===== src/rtl/interp_line_scheduler_if.sv =====
// Handshake and status bundle between the line scheduler (master) and the
// interpolation core / AFIFO reader side (slave).
interface interp_line_scheduler_if;
  logic        frame_start_i;
  logic        line_req_o;
  logic        line_ack_i;
  logic        line_sel_o;
  logic [11:0] line_idx_o;
  logic        line_done_i;
  logic        line_consumed_i;
  logic        rd_done_sig;
  logic        frame_busy_o;
  logic        frame_done_o;
  logic [3:0]  credit_o;
  logic        timeout_err_o;

  modport master (
    input  frame_start_i, line_ack_i, line_done_i, line_consumed_i, rd_done_sig,
    output line_req_o, line_sel_o, line_idx_o, frame_busy_o, frame_done_o,
           credit_o, timeout_err_o
  );

  modport slave (
    output frame_start_i, line_ack_i, line_done_i, line_consumed_i, rd_done_sig,
    input  line_req_o, line_sel_o, line_idx_o, frame_busy_o, frame_done_o,
           credit_o, timeout_err_o
  );
endinterface


===== src/rtl/interp_line_scheduler.sv =====
// Frame/line sequencer for the interpolation output path. Grants lines to the
// core alternating ch1/ch0 AFIFOs, meters it with a credit counter so it never
// runs more than MAX_AHEAD lines ahead of the reader, and closes the frame when
// the reader has replayed the last line (rd_done_sig high then low).
// Optional feature: define FRAME_TIMEOUT_EN to enable the L_BUSY watchdog.
module interp_line_scheduler #(
  parameter int unsigned H_pixel   = 1280,
  parameter int unsigned V_line    = 960,
  parameter int unsigned MAX_AHEAD = 2,
  parameter int unsigned TIMEOUT   = 2**20
) (
  input  logic                    Clk,
  input  logic                    aRst_n,
  interp_line_scheduler_if.master sched
);

  localparam logic [3:0]  CREDIT_MAX = 4'(MAX_AHEAD);
  localparam logic [11:0] LAST_IDX   = 12'(V_line - 2);

  // Elaboration-time sanity check of the configuration.
  if (H_pixel == 0 || V_line < 2 || V_line > 4097 ||
      MAX_AHEAD < 1 || MAX_AHEAD > 15 ||
      TIMEOUT < 1 || TIMEOUT > 2**21 - 1) begin : g_param_check
    $error("interp_line_scheduler: parameter out of range");
  end

  typedef enum logic [2:0] {
    S_IDLE,
    S_ISSUE,
    S_L_BUSY,
    S_DRAIN_HI,
    S_DRAIN_LO
  } state_t;

  state_t      state_q, state_d;
  logic        req_q, req_d;
  logic        sel_q, sel_d;
  logic [11:0] idx_q, idx_d;
  logic        busy_q, busy_d;
  logic        fdone_q, fdone_d;
  logic [3:0]  credit_q, credit_d;
  logic        issue;

`ifdef FRAME_TIMEOUT_EN
  logic [20:0] wd_q, wd_d;
  logic        err_q, err_d;
`endif

  // Next-state, credit and registered-output computation.
  always_comb begin
    state_d  = state_q;
    sel_d    = sel_q;
    idx_d    = idx_q;
    credit_d = credit_q;
    fdone_d  = 1'b0;
    issue    = (state_q == S_ISSUE) && req_q && sched.line_ack_i;
`ifdef FRAME_TIMEOUT_EN
    wd_d     = '0;
    err_d    = err_q;
`endif

    // Issue and consume in the same cycle cancel; consume saturates at MAX_AHEAD.
    if (state_q != S_IDLE) begin
      if (issue && !sched.line_consumed_i) begin
        credit_d = credit_q - 4'd1;
      end else if (!issue && sched.line_consumed_i && (credit_q < CREDIT_MAX)) begin
        credit_d = credit_q + 4'd1;
      end
    end

    case (state_q)
      S_IDLE: begin
        if (sched.frame_start_i) begin
          state_d  = S_ISSUE;
          idx_d    = '0;
          sel_d    = 1'b1;
          credit_d = CREDIT_MAX;
        end
      end
      S_ISSUE: begin
        if (issue) state_d = S_L_BUSY;
      end
      S_L_BUSY: begin
        if (sched.line_done_i) begin
          if (idx_q == LAST_IDX) begin
            state_d = S_DRAIN_HI;
          end else begin
            idx_d   = idx_q + 12'd1;
            sel_d   = ~sel_q;
            state_d = S_ISSUE;
          end
        end else begin
`ifdef FRAME_TIMEOUT_EN
          // The TIMEOUT-th consecutive cycle without line_done aborts the frame.
          if (wd_q == 21'(TIMEOUT - 1)) begin
            state_d = S_IDLE;
            err_d   = 1'b1;
          end else begin
            wd_d = wd_q + 21'd1;
          end
`endif
        end
      end
      S_DRAIN_HI: begin
        if (sched.rd_done_sig) state_d = S_DRAIN_LO;
      end
      S_DRAIN_LO: begin
        if (!sched.rd_done_sig) begin
          state_d = S_IDLE;
          fdone_d = 1'b1;
        end
      end
      default: state_d = S_IDLE;
    endcase

    // Outputs are registered, so they are derived from the next state.
    req_d  = (state_d == S_ISSUE) && (credit_d != '0);
    busy_d = (state_d != S_IDLE);
  end

  // State and output registers.
  always_ff @(posedge Clk or negedge aRst_n) begin
    if (!aRst_n) begin
      state_q  <= S_IDLE;
      req_q    <= 1'b0;
      sel_q    <= 1'b1;
      idx_q    <= '0;
      busy_q   <= 1'b0;
      fdone_q  <= 1'b0;
      credit_q <= CREDIT_MAX;
    end else begin
      state_q  <= state_d;
      req_q    <= req_d;
      sel_q    <= sel_d;
      idx_q    <= idx_d;
      busy_q   <= busy_d;
      fdone_q  <= fdone_d;
      credit_q <= credit_d;
    end
  end

`ifdef FRAME_TIMEOUT_EN
  // Watchdog counter and sticky timeout flag.
  always_ff @(posedge Clk or negedge aRst_n) begin
    if (!aRst_n) begin
      wd_q  <= '0;
      err_q <= 1'b0;
    end else begin
      wd_q  <= wd_d;
      err_q <= err_d;
    end
  end

  assign sched.timeout_err_o = err_q;
`else
  assign sched.timeout_err_o = 1'b0;
`endif

  assign sched.line_req_o   = req_q;
  assign sched.line_sel_o   = sel_q;
  assign sched.line_idx_o   = idx_q;
  assign sched.frame_busy_o = busy_q;
  assign sched.frame_done_o = fdone_q;
  assign sched.credit_o     = credit_q;

endmodule


===== src/flat_wrapper.sv =====
// flat-port wrapper written by rule: the top's interface ports become plain ports
module interp_line_scheduler_flat 
#(
  parameter int unsigned H_pixel   = 1280,
  parameter int unsigned V_line    = 960,
  parameter int unsigned MAX_AHEAD = 2,
  parameter int unsigned TIMEOUT   = 2**20
)
  (Clk, aRst_n, sched_frame_start_i, sched_line_ack_i, sched_line_done_i, sched_line_consumed_i, sched_rd_done_sig, sched_line_req_o, sched_line_sel_o, sched_line_idx_o, sched_frame_busy_o, sched_frame_done_o, sched_credit_o, sched_timeout_err_o);
  interp_line_scheduler_if sched_i ();
  input  logic Clk;
  input  logic aRst_n;
  input wire logic [$bits(sched_i.frame_start_i)-1:0] sched_frame_start_i;
  input wire logic [$bits(sched_i.line_ack_i)-1:0] sched_line_ack_i;
  input wire logic [$bits(sched_i.line_done_i)-1:0] sched_line_done_i;
  input wire logic [$bits(sched_i.line_consumed_i)-1:0] sched_line_consumed_i;
  input wire logic [$bits(sched_i.rd_done_sig)-1:0] sched_rd_done_sig;
  output wire logic [$bits(sched_i.line_req_o)-1:0] sched_line_req_o;
  output wire logic [$bits(sched_i.line_sel_o)-1:0] sched_line_sel_o;
  output wire logic [$bits(sched_i.line_idx_o)-1:0] sched_line_idx_o;
  output wire logic [$bits(sched_i.frame_busy_o)-1:0] sched_frame_busy_o;
  output wire logic [$bits(sched_i.frame_done_o)-1:0] sched_frame_done_o;
  output wire logic [$bits(sched_i.credit_o)-1:0] sched_credit_o;
  output wire logic [$bits(sched_i.timeout_err_o)-1:0] sched_timeout_err_o;
  assign sched_i.frame_start_i = sched_frame_start_i;
  assign sched_i.line_ack_i = sched_line_ack_i;
  assign sched_i.line_done_i = sched_line_done_i;
  assign sched_i.line_consumed_i = sched_line_consumed_i;
  assign sched_i.rd_done_sig = sched_rd_done_sig;
  assign sched_line_req_o = sched_i.line_req_o;
  assign sched_line_sel_o = sched_i.line_sel_o;
  assign sched_line_idx_o = sched_i.line_idx_o;
  assign sched_frame_busy_o = sched_i.frame_busy_o;
  assign sched_frame_done_o = sched_i.frame_done_o;
  assign sched_credit_o = sched_i.credit_o;
  assign sched_timeout_err_o = sched_i.timeout_err_o;
  interp_line_scheduler #(.H_pixel(H_pixel), .V_line(V_line), .MAX_AHEAD(MAX_AHEAD), .TIMEOUT(TIMEOUT)) u_core (.Clk(Clk), .aRst_n(aRst_n), .sched(sched_i));
endmodule

===== config.mk =====
export PLATFORM = sky130hd
export DESIGN_NAME = interp_line_scheduler_flat
export DESIGN_NICKNAME = d
export VERILOG_FILES = /design/src/rtl/interp_line_scheduler_if.sv /design/src/rtl/interp_line_scheduler.sv /design/src/flat_wrapper.sv
export SDC_FILE = /design/constraint.sdc
export NUM_CORES = 1
export LEC_CHECK = 0
export CAP_MARGIN = 30
export CORE_AREA = 2 2 45 68
export CTS_CLUSTER_SIZE = 24
export DETAILED_ROUTE_END_ITERATION = 8
export DIE_AREA = 0 0 47 70
export PLACE_DENSITY = 0.76
export SETUP_SLACK_MARGIN = 0.1
export SLEW_MARGIN = 20
export SYNTH_ARGS = -nofsm -noshare
export SYNTH_HDL_FRONTEND = slang
export SYNTH_SLANG_ARGS = --single-unit

===== constraint.sdc =====
create_clock -name Clk -period 2.2 [get_ports Clk]
set_input_delay 0.22 -clock Clk [delete_from_list [all_inputs] [get_ports Clk]]
set_output_delay 0.22 -clock Clk [all_outputs]
set_load 0.005 [all_outputs]

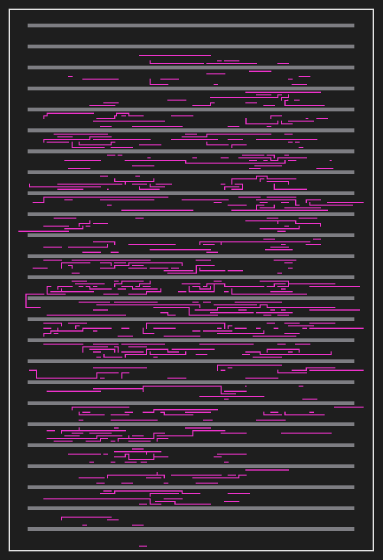
Run 1: M1 wires
Supply wires on this layer in grey.
The wires run mostly horizontal. 162 nets have wire on it. The longest straight run is 16.1 µm. The layer carries 1310 µm of wire. The layer holds 42% of the routed length.
total wire length after detailed routing: 3090 µm
DR vias: 1186
met1 layer usage reported by global route: 27.6%

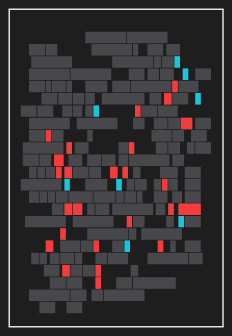
Run 1: logic cells by family
Red is nand cells, cells 25, most used nand2_1. Cyan is inv cells, cells 8, most used inv_1.

==> notes.md, run 1 <==
The net count of the finished layout was 180. The run gives 257 for the total of fill cells in the finished design. Clock tree synthesis selected as its root buffer the cell sky130_fd_sc_hd__clkbuf_8.

Counting distinct cell types in the post-synthesis netlist gives 43. With the signal arrival time at the worst endpoint at 2.19 ns, the clock network fraction of design power is 17.4%. After the first detailed-routing iteration, the DRC count stood at 21. The detailed placer reported the number of placed instances as 203.

In the post-synthesis netlist, the biggest area contributors are sky130_fd_sc_hd__dfrtp_1 41%, sky130_fd_sc_hd__nand2_1 4.4%, sky130_fd_sc_hd__dfstp_2 4.1%, sky130_fd_sc_hd__a21oi_1 3.9%, sky130_fd_sc_hd__ha_1 3.9%. The multi-input gate share of the layout cell area came out at 40.0%. The clock buffer and inverter area fraction after layout was 2.75%.

Synthesis produced 137 cells. The slowest library cell on the worst path is sky130_fd_sc_hd__dfrtp_1. Nets still carrying antenna violations after routing amount to 0. The chip area is 3290 µm². The mean instance size in the synthesized netlist was 9.44 µm²; the total negative slack for setup checks was 0 ns. Setup repair after global routing could not meet its margin everywhere.

The final antenna diode tally reported by the flow is 0. The total setup buffers inserted after CTS came out at 0. The proportion of synthesized flip-flops having asynchronous set or reset works out to 100%. Internal power comes to 933 µW. Global routing consumed, over all layers together, 21.3% of the routing resources. The floorplan core density came out at 46.8%.

The layout has 32 buffers outside the clock class. The run gives 5280 µm for the wire length of the first global-routing pass. Summed over all cells, the static leakage comes to 0.685 nW. The run gives 2.35 ns as the required arrival time at the worst endpoint. According to the tapcell log, the count of inserted taps is 39. The layer carrying the most global-route usage is met2. Sorting the synthesized cells by how often they occur yields 21 x sky130_fd_sc_hd__dfrtp_1, 15 x sky130_fd_sc_hd__nand2_1, 10 x sky130_fd_sc_hd__a21oi_1, 8 x sky130_fd_sc_hd__inv_1. Per the layout report, the design carries 3 clock buffers. In this run the biggest area consumer among cell types represents 40.6% of the synthesized area. The layout overhead on the synthesized area is 30.0%, and the via count of the first global-routing pass is 1169. For the overall power after layout, the log shows 1.51 mW. The number of cells reported by Yosys stat comes to 137.

Among all flip-flop cells after synthesis, the most frequent one is sky130_fd_sc_hd__dfrtp_1. The reg2reg setup slack was 0.16 ns; the power per cell area was 898 nW/µm². The analysis attributes to net switching a power of 576 µW. Cell type with the largest total area after synthesis: sky130_fd_sc_hd__dfrtp_1. The run gives 101 as the multi-input combinational cell count. With the cell area after layout at 1680 µm², the largest net degree at the start of global routing is 24.

Non-clock inverters in the final layout number 8. The critical path endpoint category was a flop. The uppermost layer routed is met4.

Per the detail_route report, vias per standard cell equal 5.73. The most area-hungry cell class in the final design was multi-input combinational cells. TritonCTS built the clock tree. For the initial antenna violation count, the log shows 0.

The tools report the tightest slew margin relative to the limit as 60.8%. Largest power group: combinational cells. Counting only logic cells after layout, the most numerous master is sky130_fd_sc_hd__clkdlybuf4s50_1. Number of endpoints failing setup at the final stage: 0.

Per the cell usage report, the commonest logic cells after layout are 26 x sky130_fd_sc_hd__clkdlybuf4s50_1, 21 x sky130_fd_sc_hd__dfrtp_1, 15 x sky130_fd_sc_hd__nand2_1, 10 x sky130_fd_sc_hd__a21oi_1, 8 x sky130_fd_sc_hd__inv_1. According to the hold report, the worst path is of the in2async type. The clock-pin slew on the worst setup and hold paths came out at 0.08 ns.

Yosys instantiated no cell more often than sky130_fd_sc_hd__dfrtp_1. For the length of routed wiring on met1, the log shows 1310 µm. After legalization and detailed placement, the total HPWL measured 2370 µm.

The sequential cell area share was 34.4%; the final standard cell utilization of the core was 60.9%. The start-to-end type of the worst setup path was reg2reg. With the number of flip-flops and latches at 23, the minimum clock period is 2.04 ns. Derived from the worst setup path, the maximum achievable clock frequency is 491 MHz. Per report_power, the Combinational row totals 641 µW. Once the clock tree was built, the resizer swapped 0 gates to a different size. The cell depth of the worst flop-to-flop path is 5. The first TritonRoute pass finished after 4 iterations. Endpoints failing hold in the final report were tallied at 0. The run gives 0 as the post-route DRC violation count. The logs give -0.0483 ns for the worst slack at placement and 263 µW for the power attributed to the clock group. The run gives 18.2% for the relative area of non-clock buffer cells in the final design. The first element of the critical path is u_core.state_q[1]$_DFF_PN0_. Sequential cells consume a total of 606 µW. For reference, the final report shows the max-slew violation count at 0.

The instance area after placement is 1620 µm². Summing every instance area after synthesis gives 1290 µm². The register with the most flip-flops in the layout has 12 of them. The net count after synthesis is 148. The tools report the end point of the critical path as u_core.sched.line_req_o$_DFF_PN0_.

With the H-tree depth at 1, the number of max-capacitance violations reported is 0. The report puts the hold buffer count at CTS at 0. The share of the Yosys chip area taken by registers is 44.7%. Summed over all nets, wire length on met2 after detailed routing comes to 1640 µm. The longest individual stage delay on the worst path works out to 0.50 ns. The worst register-to-register path begins at u_core.state_q[1]$_DFF_PN0_. The final timing report gives a worst setup slack of 0.161 ns. The count of cells in the finished layout, fillers not included, comes to 207. The share of the clock period used by the worst path was 92.7%; the met3 demand-to-capacity share in global routing was 1.81%. Global routing consumed, on the met2 layer, 36.1% of the routing resources. The run finished with clean final reports. Per report_power, the sequential group accounts for 40.1% of the total. The worst-path maximum fanout came out at 11. Buffers placed on the I/O ports in this run total 26. According to the Yosys statistics, the synthesized design has a chip area of 1290 µm². In this run the critical register-to-register path is captured at u_core.sched.line_req_o$_DFF_PN0_.
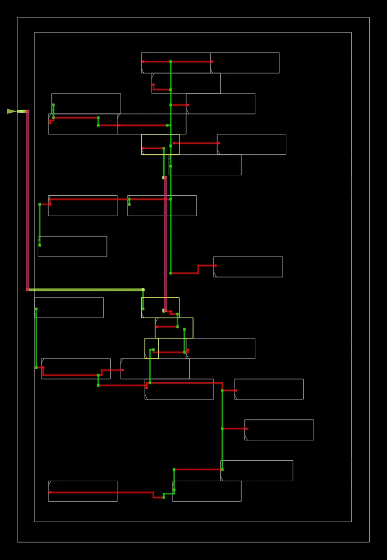
Run 1: clock nets
CTS Sinks: 23
worst clock skew: 0.00250 ns

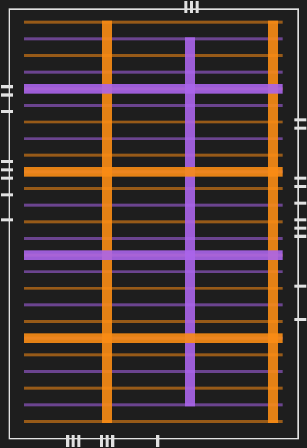
Run 1: floorplan with the power grid
Pins as bars on the die edge.
Purple is VDD. Orange is VSS.
25 met1 rails follow the rows. The core has 24 rows. 3 straps on met4. 4 straps on met5. 28 signal pins sit on the boundary.
maximum ir drop on the vdd rail: 0.536 mV
Die Y: 70 µm
core box area: 2760 µm²
width of the die: 47 µm

==> run 1: cells by family (layout without fill, tap and decap cells) <==
| kind of cell | after synthesis | in the layout | share of synthesized area [%] |
|---|---|---|---|
| muxes | 1 | 1 | 0.774 |
| adders and majority gates | 4 | 4 | 3.87 |
| AOI/OAI and AO/OA | 40 | 40 | 21.4 |
| buffers and inverters | 13 | 44 | 4.35 |
| xor gates and xnor gates | 3 | 3 | 2.03 |
| and+or+nand+nor | 52 | 52 | 22.6 |
| other | 1 | 1 | 0.290 |
| DFF | 23 | 23 | 44.7 |
==> run 1: critical path, delay by kind of cell, from the launching register on <==
kind	cells	cell delay (ns)
and+or+nand+nor	2	0.74
AOI/OAI and AO/OA	2	0.57
muxes	1	0.12
DFF	1	0.50
--- run 2 (diff from run 1) ---
--- a/config.mk
+++ b/config.mk
@@ -12,6 +12,7 @@
 export DIE_AREA = 0 0 47 70
 export PLACE_DENSITY = 0.76
 export SETUP_SLACK_MARGIN = 0.1
+export SKIP_CTS_REPAIR_TIMING = 1
 export SLEW_MARGIN = 20
 export SYNTH_ARGS = -nofsm -noshare
 export SYNTH_HDL_FRONTEND = slang
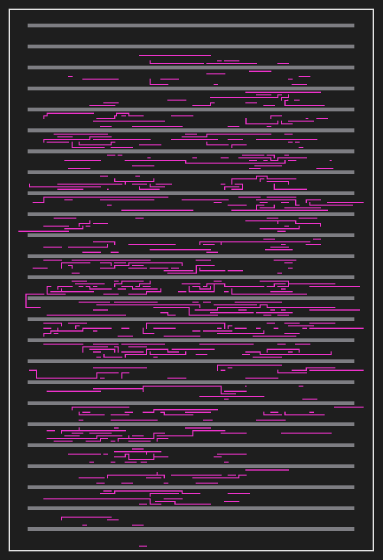
Run 2: M1 wires
Supply wires on this layer in grey.
The layer carries 1310 µm of wire. 162 nets have wire on it.

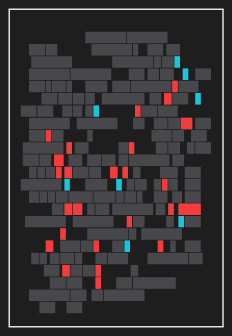
Run 2: logic cells by family
Cyan is inv cells, cells 8, most used inv_1. Red is nand cells, cells 25, most used nand2_1.
fraction of area in multi-input gates: 40.0%
Finished Layout Cells: 207
most common library cell in the layout ignoring fill and taps: sky130_fd_sc_hd__clkdlybuf4s50_1

==> run 2 against run 1 <==
Clock power about the same. Routed wire length unchanged. Core utilization unchanged. Worst hold slack unchanged. Synthesized area unchanged. Clock skew unchanged. Global-route usage unchanged. Sequential power about the same. Fmax unchanged. Sequential share of layout area unchanged. Combinational power about the same. Critical path type unchanged.
==> notes.md, run 2 <==
The final max-slew violation count recorded for this run is 0. The layout has 3 clock buffers. The share of the synthesized area in the top cell type is 40.6%, and the placed wire-length estimate after detailed placement is 2370 µm. In the final timing run, aggregate negative setup slack is 0 ns. The tools report the antenna violation net count after detailed routing as 0. Dividing total power by cell area gives a power density of 898 nW/µm².

The run gives 203 for the post-placement cell count. The synthesis report lists the most area-consuming cells as sky130_fd_sc_hd__dfrtp_1 41%, sky130_fd_sc_hd__nand2_1 4.4%, sky130_fd_sc_hd__dfstp_2 4.1%, sky130_fd_sc_hd__a21oi_1 3.9%, sky130_fd_sc_hd__ha_1 3.9%. The flow ran to the end, and the final reports show no timing, DRC or antenna violations. The instance area after placement came out at 1620 µm². The global router reports that the layer with the highest usage is met2. Summing all flip-flop and latch instances after layout gives 578 µm². Among all stages on the critical path, the largest delay is contributed by sky130_fd_sc_hd__dfrtp_1.

At the worst endpoint, the arrival time is 2.19 ns. Per the final timing report, the hold violations number 0. On the worst setup and hold paths after CTS, the clock-pin slew comes to 0.08 ns. Per STA, the worst path accumulates the most delay in the family simple AND/OR/NAND/NOR gates. The synthesized netlist occupies a cell area of 1290 µm². The timing report gives the worst reg2reg path a setup slack of 0.16 ns. The tools report the critical path endpoint category as a flop. According to the hold report, the worst path is of the in2async type. The highest metal layer carrying signal wires in the routed design is met4. The instance tally after logic synthesis is 137. The primary flip-flop cell chosen by synthesis mapping was sky130_fd_sc_hd__dfrtp_1.

The run gives 180 as the net count of the finished layout. The start of the worst register-to-register path is u_core.state_q[1]$_DFF_PN0_. For the cell area after layout, the log shows 1680 µm².

Counting both buffers and inverters, the worst setup path holds a total of 0. The tools report the internal power contribution as 933 µW. Per the final report, the share of cell area in non-clock buffers is 18.2%.

Sequential elements use 44.7% of the synthesized area. The area recorded from the Yosys report for this design is 1290 µm². In this run, the number of DRC markers left after iteration 0 of detailed routing was 21.

The sequential cell area share was 34.4%; the final standard cell utilization of the core was 60.9%. Yosys reports that the most numerous cell types are 21 x sky130_fd_sc_hd__dfrtp_1, 15 x sky130_fd_sc_hd__nand2_1, 10 x sky130_fd_sc_hd__a21oi_1, 8 x sky130_fd_sc_hd__inv_1. The run gives 1 for the H-tree depth. The script logs the ratio of routed vias to standard cells as 5.73.

TritonCTS built the clock tree. With the logic depth of the worst setup path including buffers at 5, the proportion of synthesized flip-flops having asynchronous set or reset is 100%. The tools report the number of max-capacitance violations reported as 0.

Of all the cell area in the finished design, the clock network holds 2.75%. The logs give 1169 for the via count of the first global-routing pass and 21.3% for the overall routing resource usage. The run gives 101 as the multi-input combinational cell count. The gate-level netlist out of Yosys references 43 unique cell types. Leaving out the clock tree, the finished layout contains a buffer count of 32. Per the cell usage report, the commonest logic cells after layout are 26 x sky130_fd_sc_hd__clkdlybuf4s50_1, 21 x sky130_fd_sc_hd__dfrtp_1, 15 x sky130_fd_sc_hd__nand2_1, 10 x sky130_fd_sc_hd__a21oi_1, 8 x sky130_fd_sc_hd__inv_1.

For met1 alone, demand over resource in global routing was 27.6%. The logs give 46.8% for the floorplan core density and 576 µW for the switching power summed over all nets. The die covers 3290 µm². The relative contribution of sequential cells to total power is 40.1%. The logs give 1640 µm for the met2 wire length and 3090 µm for the total wire length. End point of the critical path: u_core.sched.line_req_o$_DFF_PN0_. The logs give 1186 for the vias after detailed routing and 257 for the total of fill cells in the finished design. The CTS root buffer was sky130_fd_sc_hd__clkbuf_8.

Looking at the critical path, the highest net fanout was 11. The core region is 2760 µm². The run gives 0 for the leftover overflow at the end of global routing. The post-route report lists met1 wire length as 1310 µm.

The OpenROAD report gives the critical path a required time of 2.35 ns. The register with the most flip-flops in the layout has 12 of them. The first global-routing pass estimated 5280 µm of wire. Per STA, the startpoint of the critical path is u_core.state_q[1]$_DFF_PN0_.

The run gives 0.685 nW as the leakage power of the design. Looking at the area split, the leading class of cells is multi-input combinational cells. According to the cell report, flip-flops and latches in the layout number 23.

The flow inserted 39 tap cells. The floorplan step set the die width to 47 µm. After layout, the setup clock skew is reported as 0.00250 ns.

Looking at the VDD voltage map, the peak drop is 0.536 mV. The longest individual stage delay on the worst path is 0.50 ns, and the overall power after layout is 1.51 mW. First-pass iteration count of the detailed router: 4. The tools report the fraction of met2 tracks used by global routing as 36.1%. In this run the critical register-to-register path is captured at u_core.sched.line_req_o$_DFF_PN0_. The run gives 0 for the initial antenna violation count. The minimum clock period was 2.04 ns; the mean instance size in the synthesized netlist was 9.44 µm². The number of port buffers works out to 26.

With the clock network fraction of design power at 17.4%, the die span in y is 70 µm. The biggest area contributor in the post-synthesis netlist is sky130_fd_sc_hd__dfrtp_1. Non-clock inverters in the final layout number 8. The report puts the cell count of the worst reg-to-reg path at 5.
## run 2: cell counts after synthesis
Identical to the previous run, type by type.
## run 2: cells by family (layout without fill, tap and decap cells)
family,after synthesis,in the layout,synth area share [%]
muxes,1,1,0.774
AOI/OAI and AO/OA,40,40,21.4
xor gates and xnor gates,3,3,2.03
adders and majority gates,4,4,3.87
and+or+nand+nor,52,52,22.6
buffers and inverters,13,44,4.35
DFF,23,23,44.7
other,1,1,0.290
## run 2: power by group through the flow
stage | Combinational, mW | Sequential (mW) | Clock, mW
2_1_floorplan | 0.388 | 0.584 | 0
3_3_place_gp | 0.611 | 0.605 | 0
3_5_place_dp | 0.631 | 0.614 | 0
4_1_cts | 0.634 | 0.606 | 0.266
5_1_grt | 0.718 | 0.618 | 0.282
6_report | 0.641 | 0.606 | 0.263
--- run 3 (diff from run 2) ---
--- a/config.mk
+++ b/config.mk
@@ -13,7 +13,7 @@
 export PLACE_DENSITY = 0.76
 export SETUP_SLACK_MARGIN = 0.1
 export SKIP_CTS_REPAIR_TIMING = 1
-export SLEW_MARGIN = 20
+export SLEW_MARGIN = 5
 export SYNTH_ARGS = -nofsm -noshare
 export SYNTH_HDL_FRONTEND = slang
 export SYNTH_SLANG_ARGS = --single-unit
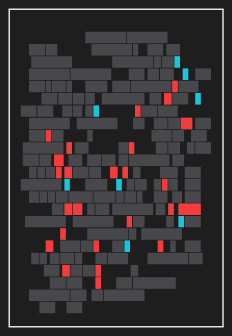
Run 3: logic cells by family
Red is nand cells, cells 25, most used nand2_1. Cyan is inv cells, cells 8, most used inv_1.

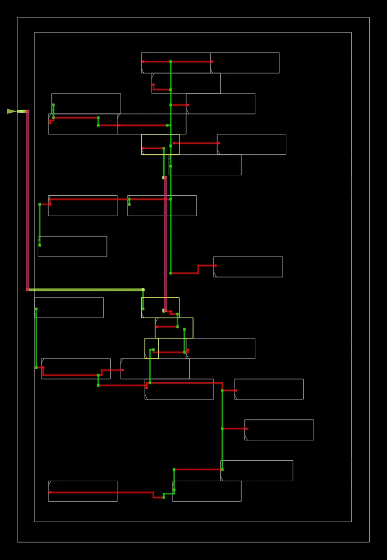
Run 3: clock nets
# clk buffers: 3
power consumed by the clock network: 263 µW
TritonCTS Buffers: 3
Worst-Skew Late Latency: 0.26 ns
number of flip-flops and latches: 23

==> run 3 against run 2 <==
Total power is the same. Highest routed layer unchanged. First-iteration DRC count is the same. Synthesized cell count is the same. Largest power group unchanged.
==> notes.md, run 3 <==
Registers represent a cell area share of 34.4%. In the synthesized netlist, the dominant kind of combinational cell is simple AND/OR/NAND/NOR gates. The run gives 576 µW for the switching power summed over all nets.

Per the run summary, max-cap violations total 0. The most used flip-flop cell after synthesis is sky130_fd_sc_hd__dfrtp_1. For this design, the slowest cell found on the critical path is sky130_fd_sc_hd__dfrtp_1.

For the net count of the finished layout, the log shows 180. The run gives 1.51 mW as the overall power after layout. The horizontal die dimension reported for this design is 47 µm.

In the per-layer breakdown of the detailed-route log, met1 shows 1310 µm. The filler cells instantiated in the layout total 257. The final standard cell utilization of the core is 60.9%.

Setup repair after global routing could not meet its margin everywhere. TritonCTS built the clock tree. Looking at the gate-level netlist, the highest instance count belongs to sky130_fd_sc_hd__dfrtp_1. The number of endpoints failing setup at the final stage is 0, and the number of tap cells added at floorplan is 39. The run gives 70 µm for the die span in y.

For the floorplan core density, the log shows 46.8%. The clock network burns 17.4% of the power. The first global-routing pass estimated 5280 µm of wire. The run gives 0 as the post-route DRC violation count.

The largest power group was combinational cells. The flip-flop count of the largest register after layout was 12. For the first-pass iteration count of the detailed router, the log shows 4. Global routing used 21.3% of the available tracks across all layers. The cell total in the yosys stat output is 137. The main area contributors are sky130_fd_sc_hd__dfrtp_1 41%, sky130_fd_sc_hd__nand2_1 4.4%, sky130_fd_sc_hd__dfstp_2 4.1%, sky130_fd_sc_hd__a21oi_1 3.9%, sky130_fd_sc_hd__ha_1 3.9%.

Per the detail_route log, the uppermost layer with routed signals is met4. Tightest slew margin relative to the limit: 60.8%. The worst-path maximum fanout is 11. For reference, compound AND-OR and OR-AND cells occupy 21.4% of the area reported after synthesis.

The tools report the antenna violation net count after detailed routing as 0. The tools report the vias after detailed routing as 1186. Among logic cells in the layout, the one with the most instances is sky130_fd_sc_hd__clkdlybuf4s50_1. The CTS root buffer was sky130_fd_sc_hd__clkbuf_8. With the total of plain and repair buffers excluding clock buffers at 32, the count of final hold-check violations is 0.

Looking at area per cell type in the netlist, the leader is sky130_fd_sc_hd__dfrtp_1. The required time at the worst endpoint is listed as 2.35 ns. With the number of port buffers at 26, the via count of the first global-routing pass is 1169. The power attributed to sequential cells is 606 µW, and the area fraction in full adders, half adders and majority gates is 3.87%. Looking at the setup timing report, the critical path kind is reg2reg.

The run gives 0.50 ns for the longest individual stage delay on the worst path. The layer carrying the most global-route usage was met2. The wire-length estimate of the detail-placed layout is 2370 µm. The tools report the internal power contribution as 933 µW. Including well taps, the total number of placed cells is 203. The tools report the relative contribution of sequential cells to total power as 40.1%. The script logs the ratio of routed vias to standard cells as 5.73.

The tools report the number of inserted diodes as 0. The leakage power of the design is 0.685 nW, and the number of sinks handled by clock tree synthesis is 23. The synthesized netlist devotes 22.6% of its cell area to simple gates. The met3 demand-to-capacity share in global routing is 1.81%, and the tally of non-filler cells in the final layout is 207. Yosys reports a chip area of 1290 µm². Dividing the final minimum period by the clock period gives 92.7%.

The chip occupies 3290 µm². For the signal arrival time at the worst endpoint, the log shows 2.19 ns. Worst clock skew: 0.00250 ns.

The run gives 21 for the violation count after the first detailed-route iteration. The report lists the power per cell area as 898 nW/µm². After layout, the inverter instance count without clock inverters stands at 8. Largest net degree at the start of global routing: 24. The run gives 0 for the critical path buffer and inverter count. In this run the layout overhead on the synthesized area is reported as 30.0%.

Once layout is done, the placed cells without fillers occupy 1680 µm². The highest supply drop recorded on VDD is 0.536 mV. The initial antenna violation count is 0. Per the GRT congestion report, total overflow comes to 0.

Multi-input logic gates represent a cell area share of 40.0%. After synthesis, the most frequently instantiated cells are 21 x sky130_fd_sc_hd__dfrtp_1, 15 x sky130_fd_sc_hd__nand2_1, 10 x sky130_fd_sc_hd__a21oi_1, 8 x sky130_fd_sc_hd__inv_1. Across the whole layout, storage elements account for 578 µm². Per the timing report, the achievable frequency comes out to 491 MHz. The tools report the instance area after placement as 1620 µm². The synthesized area came out at 1290 µm². Setup slack on the worst path after placement came out at -0.0483 ns. The flow ran to the end, and the final reports show no timing, DRC or antenna violations.

The instance tally after logic synthesis is 137, and the final-report max-slew violation count is 0. The floorplan step defined a core boundary enclosing 2760 µm². The total negative slack for setup checks came out at 0 ns.

The min-delay analysis places its worst path in the category in2async. The area fraction in mux cells works out to 0.774%. The routed design has 3090 µm of wire.

The category of cells accounting for the largest share of critical-path delay was simple AND/OR/NAND/NOR gates.
-- run 3: cell counts after synthesis --
Identical to the previous run, type by type.
-- run 3: final timing paths --
kind	to	slack, ns	depth (start not counted)	startpoint
max	u_core.sched.line_req_o$_DFF_PN0_	0.16	5	u_core.state_q[1]$_DFF_PN0_
min	u_core.sched.line_idx_o[7]$_DFFE_PN0P_	0.30	2	aRst_n
max reg2reg	u_core.sched.line_req_o$_DFF_PN0_	0.16	5	u_core.state_q[1]$_DFF_PN0_
min reg2reg	u_core.sched.line_sel_o$_DFFE_PN1P_	0.53	2	u_core.sched.line_sel_o$_DFFE_PN1P_
max in group asynchronous	u_core.sched.line_sel_o$_DFFE_PN1P_	1.62	2	aRst_n
min in group Clk	u_core.sched.line_sel_o$_DFFE_PN1P_	0.53	2	u_core.sched.line_sel_o$_DFFE_PN1P_
Power and IR drop assume default switching activity.
